`src/rtl/stepper_move_controller.sv`:
```
// Two-axis stepper command sequencer: one move/home command at a time, tick-paced
// step strobes, limit-switch interlock toward home, and per-axis position tracking.
module stepper_move_controller #(
  parameter int TICK_DIV = 100000,
  parameter int CNT_W    = 16
) (
  input  logic             clk,
  input  logic             rst,
  input  logic             cmd_valid,
  output logic             cmd_ready,
  input  logic             cmd_axis,
  input  logic             cmd_dir,
  input  logic             cmd_home,
  input  logic [CNT_W-1:0] cmd_steps,
  input  logic             stop,
  input  logic [1:0]       limit,
  output logic [1:0]       dir,
  output logic [1:0]       en,
  output logic [1:0]       step,
  output logic             busy,
  output logic             done,
  output logic             aborted,
  output logic [CNT_W-1:0] pos0,
  output logic [CNT_W-1:0] pos1
);

  localparam int TW = (TICK_DIV > 2) ? $clog2(TICK_DIV) : 1;
  localparam logic [TW-1:0] TICK_MAX = TW'(TICK_DIV - 1);

  localparam logic [1:0] ST_IDLE = 2'd0;
  localparam logic [1:0] ST_MOVE = 2'd1;
  localparam logic [1:0] ST_HOME = 2'd2;
  localparam logic [1:0] ST_DONE = 2'd3;

  logic [1:0]       r_state;
  logic [TW-1:0]    r_tick;
  logic [CNT_W-1:0] r_rem;
  logic [CNT_W-1:0] r_pos0;
  logic [CNT_W-1:0] r_pos1;
  logic             r_axis;
  logic [1:0]       r_dir;
  logic [1:0]       r_en;
  logic [1:0]       r_step;
  logic             r_ready;
  logic             r_busy;
  logic             r_done;
  logic             r_aborted;

  logic             w_tick;
  logic             w_lim;
  logic             w_dir;
  logic [CNT_W-1:0] w_pos_cur;
  logic [CNT_W-1:0] w_pos_next;

  assign w_tick = (r_tick == TICK_MAX);
  assign w_lim  = limit[r_axis];
  assign w_dir  = r_dir[r_axis];

  // Position of the addressed axis after one step in the latched direction.
  always_comb begin
    w_pos_cur = r_axis ? r_pos1 : r_pos0;
    if (w_dir) begin
      w_pos_next = w_pos_cur + CNT_W'(1);
    end else begin
      w_pos_next = w_pos_cur - CNT_W'(1);
    end
  end

  // Command sequencer; reset is asynchronous so en/step drop without a clock.
  always_ff @(posedge clk or posedge rst) begin
    if (rst) begin
      r_state   <= ST_IDLE;
      r_tick    <= '0;
      r_rem     <= '0;
      r_pos0    <= '0;
      r_pos1    <= '0;
      r_axis    <= 1'b0;
      r_dir     <= 2'b00;
      r_en      <= 2'b00;
      r_step    <= 2'b00;
      r_ready   <= 1'b1;
      r_busy    <= 1'b0;
      r_done    <= 1'b0;
      r_aborted <= 1'b0;
    end else begin
      r_step <= 2'b00;
      r_done <= 1'b0;
      case (r_state)
        ST_IDLE: begin
          if (cmd_valid && r_ready) begin
            r_axis          <= cmd_axis;
            r_dir[cmd_axis] <= cmd_home ? 1'b0 : cmd_dir;
            r_en[cmd_axis]  <= 1'b1;
            // Homing reuses the step counter as its timeout budget.
            r_rem           <= cmd_home ? {CNT_W{1'b1}} : cmd_steps;
            r_tick          <= '0;
            r_aborted       <= 1'b0;
            r_busy          <= 1'b1;
            r_ready         <= 1'b0;
            r_state         <= cmd_home ? ST_HOME : ST_MOVE;
          end
        end
        ST_MOVE, ST_HOME: begin
          r_tick <= w_tick ? '0 : r_tick + TW'(1);
          if (stop) begin
            r_state   <= ST_DONE;
            r_done    <= 1'b1;
            r_aborted <= 1'b1;
          end else if (r_rem == '0) begin
            r_state   <= ST_DONE;
            r_done    <= 1'b1;
            r_aborted <= (r_state == ST_HOME);
          end else if (w_tick) begin
            if (w_lim && (r_state == ST_HOME)) begin
              r_state   <= ST_DONE;
              r_done    <= 1'b1;
              r_aborted <= 1'b0;
              if (r_axis) r_pos1 <= '0;
              else        r_pos0 <= '0;
            end else if (w_lim && !w_dir) begin
              r_state   <= ST_DONE;
              r_done    <= 1'b1;
              r_aborted <= 1'b1;
            end else begin
              r_step[r_axis] <= 1'b1;
              r_rem          <= r_rem - CNT_W'(1);
              if (r_axis) r_pos1 <= w_pos_next;
              else        r_pos0 <= w_pos_next;
            end
          end
        end
        ST_DONE: begin
          r_state <= ST_IDLE;
          r_en    <= 2'b00;
          r_busy  <= 1'b0;
          r_ready <= 1'b1;
        end
        default: begin
          r_state <= ST_IDLE;
          r_en    <= 2'b00;
          r_busy  <= 1'b0;
          r_ready <= 1'b1;
        end
      endcase
    end
  end

  assign cmd_ready = r_ready;
  assign dir       = r_dir;
  assign en        = r_en;
  assign step      = r_step;
  assign busy      = r_busy;
  assign done      = r_done;
  assign aborted   = r_aborted;
  assign pos0      = r_pos0;
  assign pos1      = r_pos1;

endmodule

```
`config.mk`:
```
export PLATFORM = sky130hd
export DESIGN_NAME = stepper_move_controller
export DESIGN_NICKNAME = d
export VERILOG_FILES = /design/src/rtl/stepper_move_controller.sv
export SDC_FILE = /design/constraint.sdc
export NUM_CORES = 1
export LEC_CHECK = 0
export CAP_MARGIN = 20
export CELL_PAD_IN_SITES_DETAIL_PLACEMENT = 1
export CELL_PAD_IN_SITES_GLOBAL_PLACEMENT = 2
export CORE_AREA = 2 2 122 124
export DETAILED_ROUTE_END_ITERATION = 12
export DIE_AREA = 0 0 124 126
export PLACE_DENSITY = 0.81
export REMOVE_ABC_BUFFERS = 1
export SYNTH_ARGS = -nofsm -noshare
export SYNTH_HDL_FRONTEND = slang
export SYNTH_SLANG_ARGS = --single-unit
```
`constraint.sdc`:
```
create_clock -name clk -period 4.6 [get_ports clk]
set_input_delay 1.15 -clock clk [delete_from_list [all_inputs] [get_ports clk]]
set_output_delay 1.15 -clock clk [all_outputs]
set_load 0.01 [all_outputs]
```
### Register map, names as in the netlist, run 1

Drawn at 3 px/um. Other sequential cells in the stronger gray, the rest of the logic in the fainter gray.
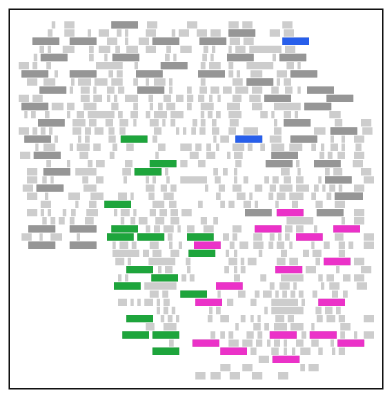
Key: green = `r_tick` [sequential cells 17]; magenta = `r_rem` [sequential cells 16]; blue = `step` [sequential cells 2]
Another 43 sequential cells are not colored.

### A small window of the routed layout, run 1

Region (50, 50) to (75, 75) um. Cells in gray, sequential cells in the stronger gray; small squares are vias.
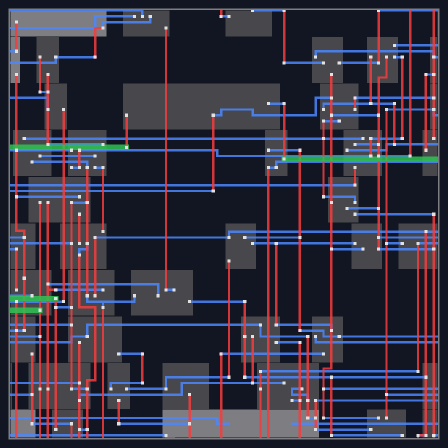
Key: blue = metal 1; red = metal 2; green = metal 3
33 logic cells have their middle in the window. Netlist names of flops here include `r_tick` (2). Sequential cells in the window: 2. Most frequent: nand4_1 (4), nand3_1 (4).

### Metal 2, run 1

Drawn at 3 px/um.
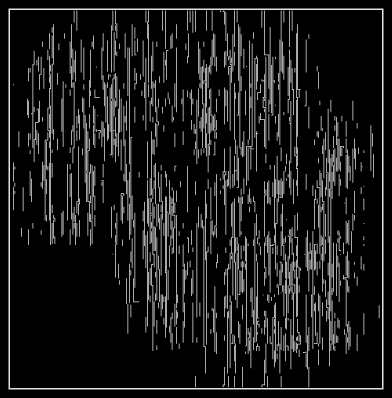
The layer carries 6850 um of wire. The wires run mostly vertical.

[run 1: worst reg2reg max path, stage by stage (launching register included)]
cell                       delay (ns)
sky130_fd_sc_hd__dfrtp_1         0.41
sky130_fd_sc_hd__mux2i_2         0.69
sky130_fd_sc_hd__ha_1            0.42
sky130_fd_sc_hd__a21o_1          0.23
sky130_fd_sc_hd__a221oi_1        0.74
sky130_fd_sc_hd__nor2b_1         0.11
sky130_fd_sc_hd__mux2_2          0.29
sky130_fd_sc_hd__o21ai_0         0.22
sky130_fd_sc_hd__o21ai_0         0.10
[run 1: cell usage in the layout (no fill, tap or decap), drive strengths merged, types with 10 or more instances in the layout]
cell type	n
mux2	19
nand2	77
nand4	10
inv	10
dfrtp	77
ha	21
o21ai	56
a21oi	22
nor2	38
xor2	21
clkdlybuf4s50	66
clkbuf	11
nand3	20
buf	11
[run 1: power breakdown]
part,total [mW],leakage (nW),switching (mW),internal (mW)
clock network,0.827,0.166,0.286,0.541
registers,0.980,1.02,0.158,0.822
logic,1.66,1.35,1.01,0.652
total,3.47,2.53,1.45,2.01
[run 1: how the worst max path moves through the flow]
stage	startpoint	end	slack [ns]	cells after the start
2_1_floorplan	r_axis	pos1[8]	0.87	8
3_3_place_gp	cmd_valid	r_tick[13]	1.20	8
3_5_place_dp	cmd_valid	r_tick[7]	1.10	8
4_1_cts	r_axis	pos1[8]	1.26	8
5_1_grt	r_axis	pos0[8]	1.0	8
6_report	r_axis	pos1[8]	1.25	8
[run 1: sequential cells by signal (all words and copies together) (netlist names), 2 cells and up]
register / flops
dir: 2
en: 2
pos0: 16
pos1: 16
r_rem: 16
r_state: 2
r_tick: 17
step: 2
==> summary.json, run 1 <==
{
  "outcome": {"value": "finished, final reports clean"},
  "antenna_cells_inserted": {"value": 0},
  "multiInputCombCellCount": {"value": 421},
  "gp_congestion": {"value": 0.841},
  "hp-start": {"value": "en[0]"},
  "detail-route-antenna-nets": {"value": 0},
  "post_route_clock_skew": {"value": 0.00593, "unit": "ns"},
  "synth-xor-area-share": {"value": 4.76, "unit": "%"},
  "mappedNetlistArea": {"value": 4790, "unit": "sq um"},
  "layout.cells.largest_class": {"value": "combinational gates"},
  "global_route.usage.met1": {"value": 25.6, "unit": "%"},
  "synth.cellmix.compoundShare": {"value": 19.6, "unit": "%"},
  "critPathKind": {"value": "reg2reg"},
  "worst_hold_slack": {"value": 0.487, "unit": "ns"},
  "floorplanUtilization": {"value": 33.4, "unit": "%"},
  "non_clock_inverter_count": {"value": 11},
  "drv_cap": {"value": 0},
  "h-tree-depth": {"value": 3},
  "postLayoutSetupSlackWorst": {"value": 1.25, "unit": "ns"},
  "tool_warnings": {"value": 29},
  "number_of_buffers_other_than_clock_buffers_in_the_final_layout": {"value": 77},
  "grt_setup_unrepaired": {"value": "false"},
  "clk_share": {"value": 5.61, "unit": "%"},
  "cts_made_buffers": {"value": 9},
  "postSynthCellCount": {"value": 530},
  "ys_top_logic_family": {"value": "simple AND/OR/NAND/NOR gates"},
  "synth.cellmix.simpleShare": {"value": 21.6, "unit": "%"},
  "met2RoutedLength": {"value": 6850, "unit": "um"},
  "worst_path_arrival_time": {"value": 3.57, "unit": "ns"},
  "synth.distinct_cells": {"value": 65},
  "drc": {"value": 0},
  "tapcell.inserted": {"value": 184},
  "ys_sh_adder": {"value": 5.91, "unit": "%"},
  "worst-path-max-fanout": {"value": 10},
  "yosys_top_cell_area_share": {"value": 40.3, "unit": "%"},
  "muxShareOfSynthArea": {"value": 4.89, "unit": "%"},
  "grt.met2_usage": {"value": 31.2, "unit": "%"},
  "detailroute.wirelength.met3": {"value": 522, "unit": "um"},
  "worst_hold_depth": {"value": 1},
  "hpwl_detailed": {"value": 10400, "unit": "um"},
  "net_count_of_the_finished_layout": {"value": 645},
  "logic_area": {"value": 2720, "unit": "sq um"},
  "drtIter0Drc": {"value": 227},
  "num_io_pins": {"value": 67},
  "sh_comb_area": {"value": 45.1, "unit": "%"},
  "achievable-frequency": {"value": 299, "unit": "MHz"},
  "buffering_overhead": {"value": 12.3, "unit": "%"},
  "clock_path_buffers": {"value": 2},
  "yosysCellCount": {"value": 530},
  "die_width": {"value": 124, "unit": "um"}
}
==> run 2, diff against run 1 <==
clock period = 3.3 ns   (was 4.6 ns; I/O delays follow)
### A small window of the routed layout, run 2

Region (50, 50) to (75, 75) um. Cells in gray, sequential cells in the stronger gray; small squares are vias.
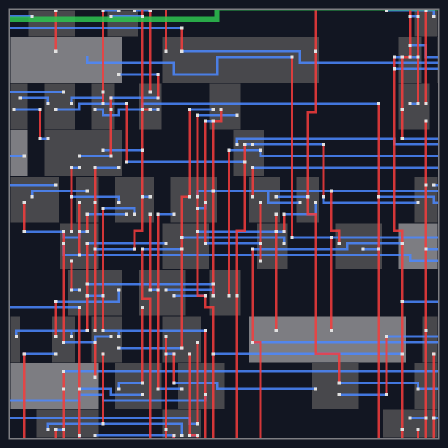
Key: green = metal 3; blue = metal 1; red = metal 2
Netlist names of flops here include `r_tick` (3). 40 logic cells have their middle in the window. Sequential cells in the window: 3. Most frequent: buf_4 (6), o21ai_0 (4), nand2_1 (4).

### Metal 2, run 2

Drawn at 3 px/um.
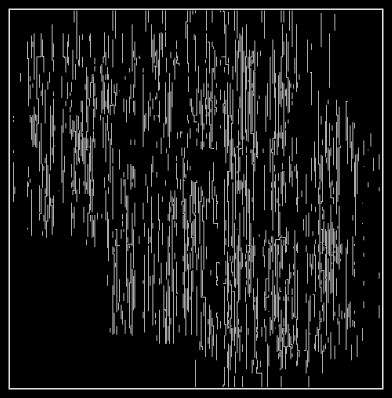
The layer holds 48% of the routed length. The layer carries 6780 um of wire. The wires run mostly vertical.

==> run 2 against run 1 <==
Register-to-register slack lost 1.1 ns. Fmax rose by 8.0%. Combinational power grew 43%. First-iteration DRC count shrank 12%. Design area increased by 2.4%. Die area unchanged. Critical path depth rose by 1. Clock skew grew 0.0040 ns.
==> summary.json, run 2 <==
{
  "outcome": {"value": "finished, final reports clean"},
  "hp-start": {"value": "en[0]"},
  "postLayoutSetupSlackWorst": {"value": 0.201, "unit": "ns", "change": "-1.05 ns"},
  "critPathKind": {"value": "reg2reg"},
  "lay_top_cells": {"value": "sky130_fd_sc_hd__nand2_1, sky130_fd_sc_hd__dfrtp_1, sky130_fd_sc_hd__clkdlybuf4s50_1, sky130_fd_sc_hd__o21ai_0, sky130_fd_sc_hd__nor2_1"},
  "detail-route-antenna-nets": {"value": 0, "change": "unchanged"},
  "internal_power": {"value": 2.92, "unit": "mW", "change": "+45%"},
  "largest-register": {"value": "r_tick"},
  "net_count_of_the_finished_layout": {"value": 657, "change": "+1.9%"},
  "post_route_clock_skew": {"value": 0.00993, "unit": "ns", "change": "+0.00400 ns"},
  "power.sequential.fraction": {"value": 27.8, "unit": "%", "change": "-0.5 points"},
  "postSynthCellCount": {"value": 530, "change": "unchanged"},
  "hpwl_detailed": {"value": 10600, "unit": "um", "change": "+1.4%"},
  "drtIter0Drc": {"value": 199, "change": "-12%"},
  "drv_cap": {"value": 0, "change": "unchanged"},
  "critical_path_cell_count": {"value": 9, "change": "+1"},
  "achievable-frequency": {"value": 323, "unit": "MHz", "change": "+8.0%"},
  "drc": {"value": 0, "change": "unchanged"},
  "h-tree-depth": {"value": 3, "change": "unchanged"},
  "synth.distinct_cells": {"value": 65, "change": "unchanged"},
  "worst_path_arrival_time": {"value": 3.35, "unit": "ns", "change": "-0.22 ns"},
  "worst_hold_depth": {"value": 1, "change": "unchanged"},
  "worst-path-max-fanout": {"value": 17, "change": "+7"},
  "yosysCellCount": {"value": 530, "change": "unchanged"},
  "switching_share": {"value": 41.1, "unit": "%", "change": "-0.74 points"},
  "largest_register_ff_count": {"value": 17, "change": "unchanged"},
  "clock_path_buffers": {"value": 2, "change": "unchanged"},
  "die_width": {"value": 124, "unit": "um", "change": "unchanged"},
  "antenna_cells_inserted": {"value": 0, "change": "unchanged"},
  "worst_hold_slack": {"value": 0.489, "unit": "ns", "change": "+0.00147 ns"},
  "gp_congestion": {"value": 0.841, "change": "about the same"},
  "grt_setup_unrepaired": {"value": "false"},
  "tool_warnings": {"value": 29, "change": "unchanged"},
  "floorplanUtilization": {"value": 33.4, "unit": "%", "change": "unchanged"},
  "num_io_pins": {"value": 67, "change": "unchanged"}
}
### Sizing map, run 2

Drawn at 4 px/um.
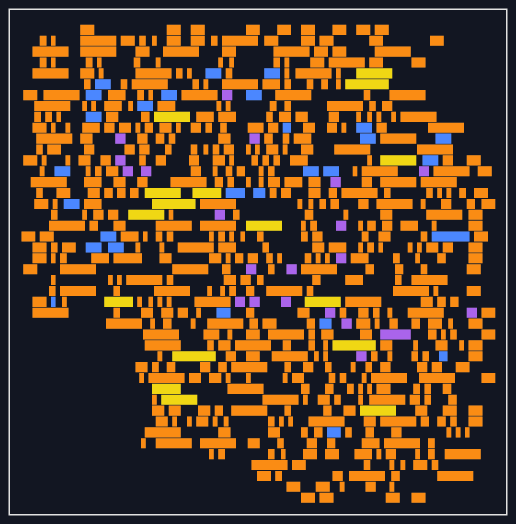
Key: purple = _3 and _4 cells [cells 21, share 3.4%]; yellow = _6 and larger [cells 16, share 2.6%]; orange = _0 and _1 cells [cells 550, share 89%]; blue = _2 cells [cells 28, share 4.6%]

==> run 2: cell counts after synthesis <==
Identical to the previous run, type by type.
==> run 2: final timing paths <==
kind	end	slack (ns)
worst max register to register	pos0[15]	0.20
max in group asynchronous	r_tick[9]	1.68
worst max-delay path	pos0[15]	0.20
worst min register to register	en[0]	0.49
worst min-delay path	en[0]	0.49
min in group asynchronous	pos1[3]	0.88
==> run 2: kinds of logic (layout without fill, tap and decap cells) <==
group	Yosys count	in the layout	share of synthesized area (%)
buffers and inverters	31	116	2.46
DFF	78	78	40.8
AOI/OAI and AO/OA	146	146	19.6
adders and majority gates	22	22	5.91
and+or+nand+nor	206	206	21.6
xor gates and xnor gates	26	26	4.76
muxes	21	21	4.89
==> run 2: cell type report <==
cell class                 count  area (sq um)
sequential                    78          1950
fill                        1656          8140
inverter                      11          41.3
timing repair buffer          89           871
clock inverter                 4           120
tap                          184           230
clock buffer                  12           236
multi-input combinational    421          2720
==> run 2: power by group through the flow <==
stage          Sequential, mW  Clock [mW]  Combinational, mW
2_1_floorplan            1.36           0               1.53
3_3_place_gp             1.38           0               2.28
3_5_place_dp             1.39           0               2.34
4_1_cts                  1.37        1.24               2.36
5_1_grt                  1.40        1.28               2.66
6_report                 1.38        1.21               2.37
==> run 2: routing by layer <==
metal  share of wire [%]  track usage, %
met2                  48            31.1
met3                 2.9            3.89
met4                0.92            5.02
met5                   0               0
met1                  48            26.5
### Register map, names as in the netlist, run 2

Drawn at 3 px/um. Other sequential cells in the stronger gray, the rest of the logic in the fainter gray.
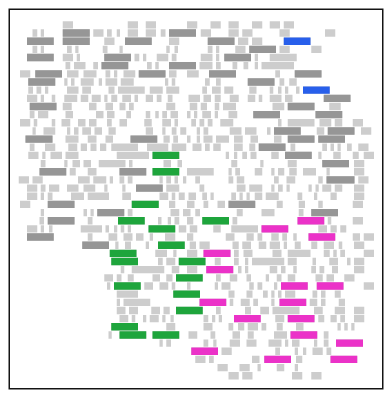

==> run 3, diff against run 2 <==
CORE_AREA = 2 2 110 138   (was 2 2 122 124)
CTS_CLUSTER_DIAMETER = 30   (was default)
DIE_AREA = 0 0 112 140   (was 0 0 124 126)
PLACE_DENSITY = 0.8   (was 0.81)
### Register map, names as in the netlist, run 3

Drawn at 3 px/um. Other sequential cells in the stronger gray, the rest of the logic in the fainter gray.
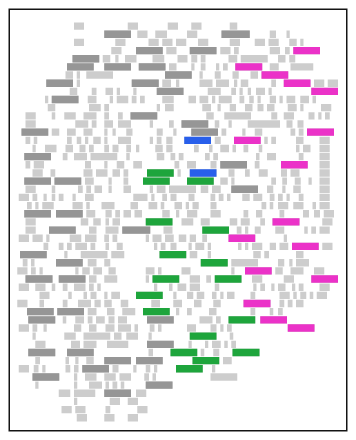
Key: magenta = `r_rem` [sequential cells 16]; blue = `step` [sequential cells 2]; green = `r_tick` [sequential cells 17]

### Metal 2, run 3

Drawn at 3 px/um.
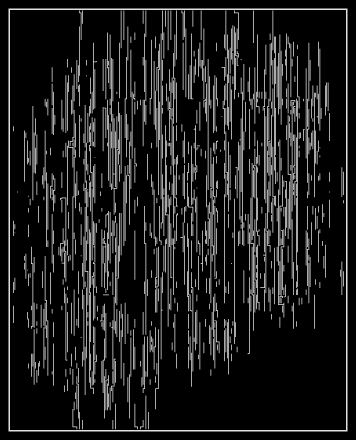
The layer holds 54% of the routed length. The longest straight run is 55.1 um. 593 nets have wire on it.

==> run 3 against run 2 <==
Die area up 0.36%. Design area down 2.1%. Sequential power hardly changed. Synthesized area unchanged. Clock power down 19%. Fmax is 3.8% higher. Critical endpoint is now pos1[15]. Highest routed layer unchanged.
==> summary.json, run 3 <==
{
  "outcome": {"value": "finished, final reports clean"},
  "clock_path_buffers": {"value": 2, "change": "unchanged"},
  "yosysCellCount": {"value": 530, "change": "unchanged"},
  "h-tree-depth": {"value": 3, "change": "unchanged"},
  "hpwl_detailed": {"value": 10700, "unit": "um", "change": "+0.97%"},
  "lay_top_cells": {"value": "sky130_fd_sc_hd__nand2_1, sky130_fd_sc_hd__dfrtp_1, sky130_fd_sc_hd__clkdlybuf4s50_1, sky130_fd_sc_hd__o21ai_0, sky130_fd_sc_hd__nor2_1"},
  "worst_hold_slack": {"value": 0.509, "unit": "ns", "change": "+0.0200 ns"},
  "drtIter0Drc": {"value": 166, "change": "-17%"},
  "lay_top_count": {"value": "sky130_fd_sc_hd__nand2_1"},
  "largest_register_ff_count": {"value": 17, "change": "unchanged"},
  "antenna_cells_inserted": {"value": 0, "change": "unchanged"},
  "clkTransAtPathRegs": {"value": 0.06, "unit": "ns"},
  "fillCellCount": {"value": 1698, "change": "+2.5%"},
  "ys_top_logic_family": {"value": "simple AND/OR/NAND/NOR gates"},
  "largest-register": {"value": "r_tick"},
  "drc": {"value": 0, "change": "unchanged"},
  "worst_path_arrival_time": {"value": 3.26, "unit": "ns", "change": "-0.09 ns"},
  "post_route_clock_skew": {"value": 0.00629, "unit": "ns", "change": "-0.00364 ns"},
  "synth.distinct_cells": {"value": 65, "change": "unchanged"},
  "synth.cellmix.compoundShare": {"value": 19.6, "unit": "%", "change": "unchanged"},
  "num_io_pins": {"value": 67, "change": "unchanged"},
  "ys_sh_adder": {"value": 5.91, "unit": "%", "change": "unchanged"},
  "net_count_of_the_finished_layout": {"value": 655, "change": "-0.30%"},
  "placeableCoreArea": {"value": 14300, "unit": "sq um"},
  "muxShareOfSynthArea": {"value": 4.89, "unit": "%", "change": "unchanged"},
  "grt_setup_unrepaired": {"value": "false"},
  "cts_made_buffers": {"value": 9},
  "grt.total_usage": {"value": 19.5, "unit": "%"},
  "gp_congestion": {"value": 0.850, "change": "+1.1%"},
  "area_leaders": {"value": "sky130_fd_sc_hd__dfrtp_1, sky130_fd_sc_hd__nand2_1, sky130_fd_sc_hd__o21ai_0"},
  "detail-route-antenna-nets": {"value": 0, "change": "unchanged"},
  "worst-path-max-fanout": {"value": 12, "change": "-5"},
  "tool_warnings": {"value": 29, "change": "unchanged"},
  "tritoncts": {"value": "built"},
  "synth-xor-area-share": {"value": 4.76, "unit": "%", "change": "unchanged"},
  "logic_area": {"value": 2720, "unit": "sq um", "change": "unchanged"},
  "ys_async_sr_fraction": {"value": 100, "unit": "%"},
  "achievable-frequency": {"value": 335, "unit": "MHz", "change": "+3.8%"},
  "floorplanUtilization": {"value": 33.4, "unit": "%", "change": "-0.076 points"},
  "critPathKind": {"value": "reg2reg"},
  "postSynthCellCount": {"value": 530, "change": "unchanged"},
  "area.sequential": {"value": 1950, "unit": "sq um", "change": "about the same"},
  "critPathBufInv": {"value": 1}
}
### Sizing map, run 3

Drawn at 3 px/um.
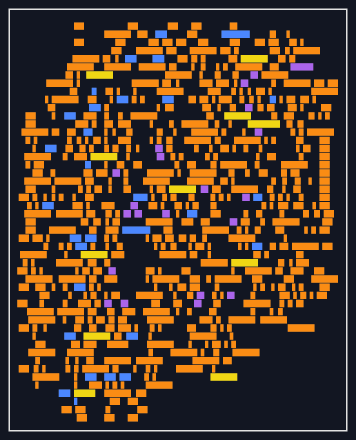
Key: yellow = _6 and larger [cells 11, share 1.8%]; orange = _0 and _1 cells [cells 549, share 90%]; purple = _3 and _4 cells [cells 21, share 3.4%]; blue = _2 cells [cells 30, share 4.9%]
worst setup slack after layout: 0.314 ns
post-route cell area: 6040 sq um
number of buffers other than clock buffers in the final layout: 87
P&R area growth vs syn: 26.2%

run 3: netlist changes by cell type in the layout (fill, tap and decap cells not counted), sizes merged:
cell and delta:
bufinv -3, clkinv +1, buf -2
run 3: what timing repair did:
item,4_1_cts,5_1_grt
hold endpoints to repair,0,0
resized,0,1
endpoints found under the setup margin,0,4
run 3: logic make-up (layout without fill, tap and decap cells):
family / count (synthesis) / count (layout)
buffers and inverters: 31 / 112
flip-flops: 78 / 78
AND/OR/NAND/NOR: 206 / 206
AND-OR/OR-AND: 146 / 146
adder cells (fa/ha/maj): 22 / 22
multiplexers: 21 / 21
XOR/XNOR: 26 / 26
run 3: final cells by class:
class / instances / share of cell area, %
multi-input cells: 421 / 45.0
flip-flops and latches: 78 / 32.4
repair buffers: 87 / 13.8
clock buffers: 12 / 3.92
well taps: 178 / 3.69
inverters: 11 / 0.684
clock inverters: 2 / 0.580
run 3: final timing paths:
check,startpoint,endpoint,slack [ns],depth (start not counted)
max in group asynchronous,rst,cmd_ready,2.03,3
hold reg to reg,pos0[9],pos0[9],0.51,2
min in group asynchronous,rst,pos1[0],0.90,3
hold / removal,pos0[9],pos0[9],0.51,2
setup / recovery,r_axis,pos1[15],0.31,9
setup reg to reg,r_axis,pos1[15],0.31,9
run 3: power breakdown:
group          switching (mW)  internal [mW]
logic                    1.43          0.966
registers               0.240           1.15
clock network           0.398          0.577
run 3: routing by layer:
metal / vias up / wire length [um] / global-route usage (%)
li1: 2101 / - / -
met1: 2220 / 6130 / 22.3
met2: 60 / 7840 / 36.3
met3: 21 / 354 / 2.90
met4: 0 / 313 / 7.77
met5: - / 0 / 0
No activity file was given, so power comes from the tool's default toggle rates.
